## src/rtl/wb_pkg.sv

```systemverilog
// Shared Wishbone widths and arbiter state encoding for the two-master arbiter.
package wb_pkg;

  localparam int DW = 32;
  localparam int SW = 4;

  localparam logic [1:0] ST_IDLE   = 2'd0;
  localparam logic [1:0] ST_GRANT0 = 2'd1;
  localparam logic [1:0] ST_GRANT1 = 2'd2;

  // Index of the master that wins a simultaneous request: whoever did not own the bus last.
  function automatic logic tie_winner(input logic last_owner);
    return ~last_owner;
  endfunction

endpackage

```

## src/rtl/wb_watchdog.sv

```systemverilog
// Stall counter for a granted strobe; expired is high while the count sits at TIMEOUT.
module wb_watchdog #(
  parameter int TIMEOUT = 255
) (
  input  logic clk,
  input  logic reset_n,
  input  logic clear,
  input  logic count_en,
  output logic expired
);

  localparam int CW = (TIMEOUT < 1) ? 1 : $clog2(TIMEOUT + 1);
  localparam logic [CW-1:0] LIMIT = CW'(TIMEOUT);

  logic [CW-1:0] count;

  // clear wins over count_en so the terminal count lasts exactly one cycle
  always_ff @(posedge clk) begin
    if (!reset_n || clear) begin
      count <= '0;
    end else if (count_en) begin
      count <= count + CW'(1);
    end
  end

  assign expired = (count == LIMIT);

endmodule

```

## src/rtl/wb_arbiter.sv

```systemverilog
// Two-master Wishbone arbiter with fair tie-break, no preemption and a stalled-strobe watchdog.
module wb_arbiter
  import wb_pkg::*;
#(
  parameter int TIMEOUT = 255,
  parameter int AW      = 32
) (
  input  logic          clk,
  input  logic          reset_n,
  input  logic          m0_cyc_i,
  input  logic          m0_stb_i,
  input  logic          m0_we_i,
  input  logic [AW-1:0] m0_adr_i,
  input  logic [SW-1:0] m0_sel_i,
  input  logic [DW-1:0] m0_dat_i,
  output logic [DW-1:0] m0_dat_o,
  output logic          m0_ack_o,
  output logic          m0_err_o,
  input  logic          m1_cyc_i,
  input  logic          m1_stb_i,
  input  logic          m1_we_i,
  input  logic [AW-1:0] m1_adr_i,
  input  logic [SW-1:0] m1_sel_i,
  input  logic [DW-1:0] m1_dat_i,
  output logic [DW-1:0] m1_dat_o,
  output logic          m1_ack_o,
  output logic          m1_err_o,
  output logic          s_cyc_o,
  output logic          s_stb_o,
  output logic          s_we_o,
  output logic [AW-1:0] s_adr_o,
  output logic [SW-1:0] s_sel_o,
  output logic [DW-1:0] s_dat_o,
  input  logic [DW-1:0] s_dat_i,
  input  logic          s_ack_i,
  input  logic          s_err_i,
  output logic [1:0]    fsm_state
);

  // Handshake: a transfer is offered while cyc and stb are high and completes in the
  // cycle ack (or err) is high; the owner keeps cyc high across back-to-back strobes.

  logic [1:0] state, state_next;
  logic       last_owner, last_owner_next;
  logic       grant0, grant1;
  logic       m_cyc, m_stb;
  logic       expired, timeout_hit, count_en, wd_clear;

  assign grant0 = reset_n && (state == ST_GRANT0);
  assign grant1 = reset_n && (state == ST_GRANT1);
  assign m_cyc  = (grant0 & m0_cyc_i) | (grant1 & m1_cyc_i);
  assign m_stb  = (grant0 & m0_stb_i) | (grant1 & m1_stb_i);

  assign count_en    = m_cyc & m_stb & ~s_ack_i & ~s_err_i;
  assign wd_clear    = ~count_en | expired;
  assign timeout_hit = m_cyc & expired & ~s_ack_i;

  wb_watchdog #(.TIMEOUT(TIMEOUT)) u_watchdog (
    .clk      (clk),
    .reset_n  (reset_n),
    .clear    (wd_clear),
    .count_en (count_en),
    .expired  (expired)
  );

  always_comb begin
    state_next      = state;
    last_owner_next = last_owner;
    case (state)
      ST_IDLE: begin
        if (m0_cyc_i && (!m1_cyc_i || tie_winner(last_owner) == 1'b0)) begin
          state_next      = ST_GRANT0;
          last_owner_next = 1'b0;
        end else if (m1_cyc_i) begin
          state_next      = ST_GRANT1;
          last_owner_next = 1'b1;
        end
      end
      ST_GRANT0: if (!m0_cyc_i) state_next = ST_IDLE;
      ST_GRANT1: if (!m1_cyc_i) state_next = ST_IDLE;
      default:   state_next = ST_IDLE;
    endcase
  end

  always_ff @(posedge clk) begin
    if (!reset_n) begin
      state      <= ST_IDLE;
      last_owner <= 1'b1;
    end else begin
      state      <= state_next;
      last_owner <= last_owner_next;
    end
  end

  always_comb begin
    s_cyc_o = 1'b0;
    s_stb_o = 1'b0;
    s_we_o  = 1'b0;
    s_adr_o = '0;
    s_sel_o = '0;
    s_dat_o = '0;
    if (grant0) begin
      s_cyc_o = m0_cyc_i;
      s_stb_o = m0_stb_i & ~timeout_hit;
      s_we_o  = m0_we_i;
      s_adr_o = m0_adr_i;
      s_sel_o = m0_sel_i;
      s_dat_o = m0_dat_i;
    end else if (grant1) begin
      s_cyc_o = m1_cyc_i;
      s_stb_o = m1_stb_i & ~timeout_hit;
      s_we_o  = m1_we_i;
      s_adr_o = m1_adr_i;
      s_sel_o = m1_sel_i;
      s_dat_o = m1_dat_i;
    end
  end

  // Terminations are gated by the owner's cyc so a late slave ack is dropped.
  assign m0_ack_o = grant0 & m0_cyc_i & s_ack_i;
  assign m0_err_o = grant0 & m0_cyc_i & (s_err_i | timeout_hit);
  assign m1_ack_o = grant1 & m1_cyc_i & s_ack_i;
  assign m1_err_o = grant1 & m1_cyc_i & (s_err_i | timeout_hit);

  assign m0_dat_o  = s_dat_i;
  assign m1_dat_o  = s_dat_i;
  assign fsm_state = state;

endmodule

```

## config.mk

```make
export PLATFORM = sky130hd
export DESIGN_NAME = wb_arbiter
export DESIGN_NICKNAME = d
export VERILOG_FILES = /design/src/rtl/wb_pkg.sv /design/src/rtl/wb_watchdog.sv /design/src/rtl/wb_arbiter.sv
export SDC_FILE = /design/constraint.sdc
export NUM_CORES = 1
export LEC_CHECK = 0
export CORE_AREA = 2 2 125 127
export DETAILED_ROUTE_END_ITERATION = 7
export DIE_AREA = 0 0 127 129
export PLACE_DENSITY_LB_ADDON = 0.08
export SYNTH_ARGS = -nofsm -noshare
export SYNTH_HDL_FRONTEND = slang
export SYNTH_SLANG_ARGS = --single-unit
```

## constraint.sdc

```tcl
create_clock -name clk -period 1.65 [get_ports clk]
set_input_delay 0.33 -clock clk [delete_from_list [all_inputs] [get_ports clk]]
set_output_delay 0.33 -clock clk [all_outputs]
set_load 0.02 [all_outputs]
```

==> git commit body <==
Record implementation results from latest flow run

- Global-route wire length before repair: 15300 µm
- Reg-to-Reg End: u_watchdog.count[1]
- The final weighted congestion recorded by global placement is 0.706.
* Post-DR wirelength/cell: 20.1 µm
- Fraction of synthesized area in multiplexers: 0%
- Nets: 589
- Setup repair after global routing could not meet its margin everywhere.
- For reference, the most critical setup path is categorized as reg2out.
* Cells traversed along the worst timing path: and3b_2 -> buf_12 -> buf_16 -> a22o_4 -> buf_6
- In this design, the stage delay of the slowest critical-path cell is 350 ps.
- Critical-path maximum fanout: 11
* M3 GR Usage: 2.54%
* Hold path endpoint: last_owner
- The leakage component of the power was reported as 1.94 nW.
- Aggregate negative setup slack: -13710 ps
- GRT Resource Usage Total: 12.8%
* Sequential portion of the cell area: 4.90%
- The synth_stat.txt file lists the number of cells as 215.
- The placed instances occupy a cell area of 3860 µm².
- After layout, the worst path uses 113% of the clock period.
* Share of synthesized cell area in and, or, nand and nor gates: 13.7%
* Number of clock buffers in the layout: 4
* Number of post-CTS setup repair buffers: 8
* Met3 WL: 987 µm
- The plain and repair buffers instantiated in the layout total 270.
- Synth top cell by count: sky130_fd_sc_hd__a22o_1
* Violated checks: setup timing
- Fraction of area in clock buffers and inverters: 1.70%
- Hold-check failures listed in the final report amount to 0.
* PnR worst setup slack: -209 ps
* Largest logic family: AND-OR/OR-AND gates
- Share of async-settable or async-resettable flops after synthesis: 0%
- Synthesis inferred 11 register bits.
- Counting the buffers created by CTS gives 3.
* Antenna diode instance count: 0
- In this run, the synthesized area fraction spent on AND-OR/OR-AND gates is recorded as 37.5%.
* PnR Total Power: 1.68 mW
* Adders+Majority by Area: 0.729%
- Once detail routing completed, the nets flagged for antenna violations numbered 0.
* Layout cells sized above 1: 38.6%
- The flow reports that combinational logic draws 56.9% of the design power.
* Cts hold-fix bufs: 0
- Well-tap cell count: 188
- The register with the most flip-flops in the layout has 8 of them.
- Non-clock buffering overhead in the final layout: 64.4%
- Timing startpoint of the critical path: fsm_state[0]
- Number of cell rows: 45
- Violation count after the first detailed-routing iteration: 122
- Max-capacitance violation count: 0
* Busiest metal layer after global routing: met2
- DRC viols: 0
- The initial antenna violation count was 0.
* Top cells by area: sky130_fd_sc_hd__a22o_1, sky130_fd_sc_hd__buf_4, sky130_fd_sc_hd__dfxtp_1, sky130_fd_sc_hd__clkbuf_1, sky130_fd_sc_hd__nor2_2
- Largest type area fraction: 35.2%
- The timing report gives the clock slew at the launch and capture registers of the worst setup and hold paths as 40 ps.
- Comb gate area: 1110 µm²
- Per report_power, the Sequential row totals 0.278 mW.
- Slew Viols, Final: 0
* Mean number of vias per cell: 4.04
- Worst setup endpoint: s_sel_o[0]
- The STA report counts the stages on the worst setup path as 5.
- In this run, distinct cell masters in the synthesized netlist total 27.
- The end-of-flow timing check tallies setup violations at 83.
- Clock period minus final worst setup slack: 1860 ps
- In the hold timing report, the worst path depth is 2.
* Most frequent standard cell in the layout excluding fill and tap cells: sky130_fd_sc_hd__clkdlybuf4s50_1
* Xor+xnor area frac: 3.06%
* Most flops, register: u_watchdog.count
- Filler-free cell count of the finished design: 597
- For the worst flop-to-flop path, the logic depth is 8.
* Count of flip-flops with a built-in enable after synthesis: 0
- Number of sequential cells: 11
* Clock network fraction of total power: 26.6%
* Fin util: 31.0%
- The flow ran to the end, but the final reports show violations.
- Iteration count of the initial detailed-routing pass: 4
- Count of yosys warnings during synthesis: 0
- Switching power total: 0.468 mW
- Entering global routing, the biggest net connects 23 pins.
- Combinational cells consume a total of 0.955 mW.
* Worst setup SP type: flip-flop
- Critical path arrival: 1530 ps
* Post-route cell area: 4650 µm²
* Relative slew slack: 82.3%
- In this run the number of H-tree levels came out at 1.
- Most frequent cells after synthesis: sky130_fd_sc_hd__a22o_1, sky130_fd_sc_hd__buf_4, sky130_fd_sc_hd__clkbuf_1
- The dominant power group in this design is combinational logic.
* Final hold slack: 494 ps
- Across all stage logs, warnings added up to 28.
- R2R setup slack: -150 ps
* Maximum root-to-sink buffer count: 2
- Sequential elements use 12.8% of the synthesized area.
- The timing report attributes the biggest portion of critical-path delay to buffers and inverters.
- Slew of the pin with the lowest slew margin: 264 ps
- Clock root cell: sky130_fd_sc_hd__clkbuf_16
- Critical-path cell with the highest stage delay: sky130_fd_sc_hd__dfxtp_2
- The share of total power dissipated in sequential elements is 16.6%.
* Most instantiated logic cells after routing: sky130_fd_sc_hd__clkdlybuf4s50_1, sky130_fd_sc_hd__buf_6, sky130_fd_sc_hd__a22o_1
Fig. 1: clock nets
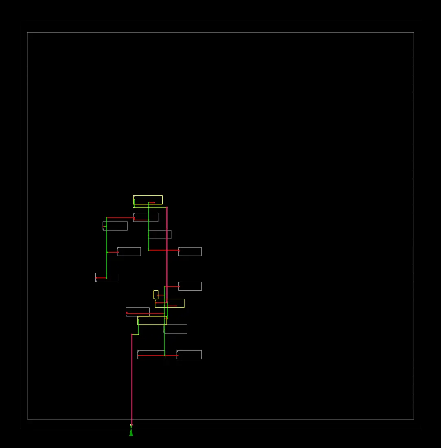
clock-net power: 0.446 mW
clk sinks: 11
clk latency late pin: 240 ps

Fig. 2: metal 2
Scale: 3 px per µm.
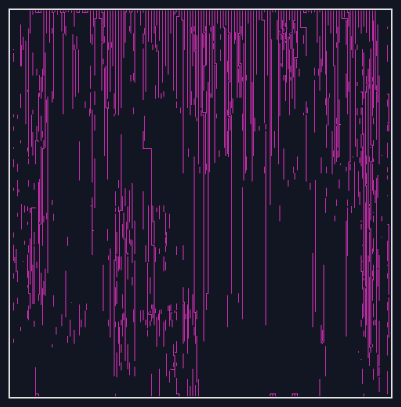
nets with wire on the layer: 505
wire length on this layer: 6490 µm
share of all routed wire: 54%
longest straight run: 75.5 µm
sum of routed wire length over all layers: 12000 µm
via count of the routed design: 2414
met2 track demand over resource: 24.6%

Fig. 3: PDN straps and rails
Scale: 3 px per µm. Pins as bars on the die edge.
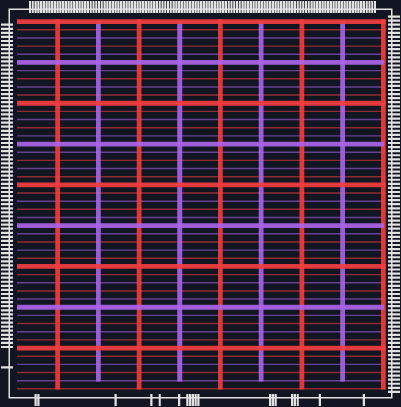
| color | net |
|---|---|
| red | VSS |
| purple | VDD |
met4 straps: 9
signal pins: 319
rows: 45
y dimension of the die: 129 µm
Core ar.: 15000 µm²
largest voltage drop on the vdd net: 284 µV
floorplan die width: 127 µm

Power is estimated from default activity; no workload was simulated.
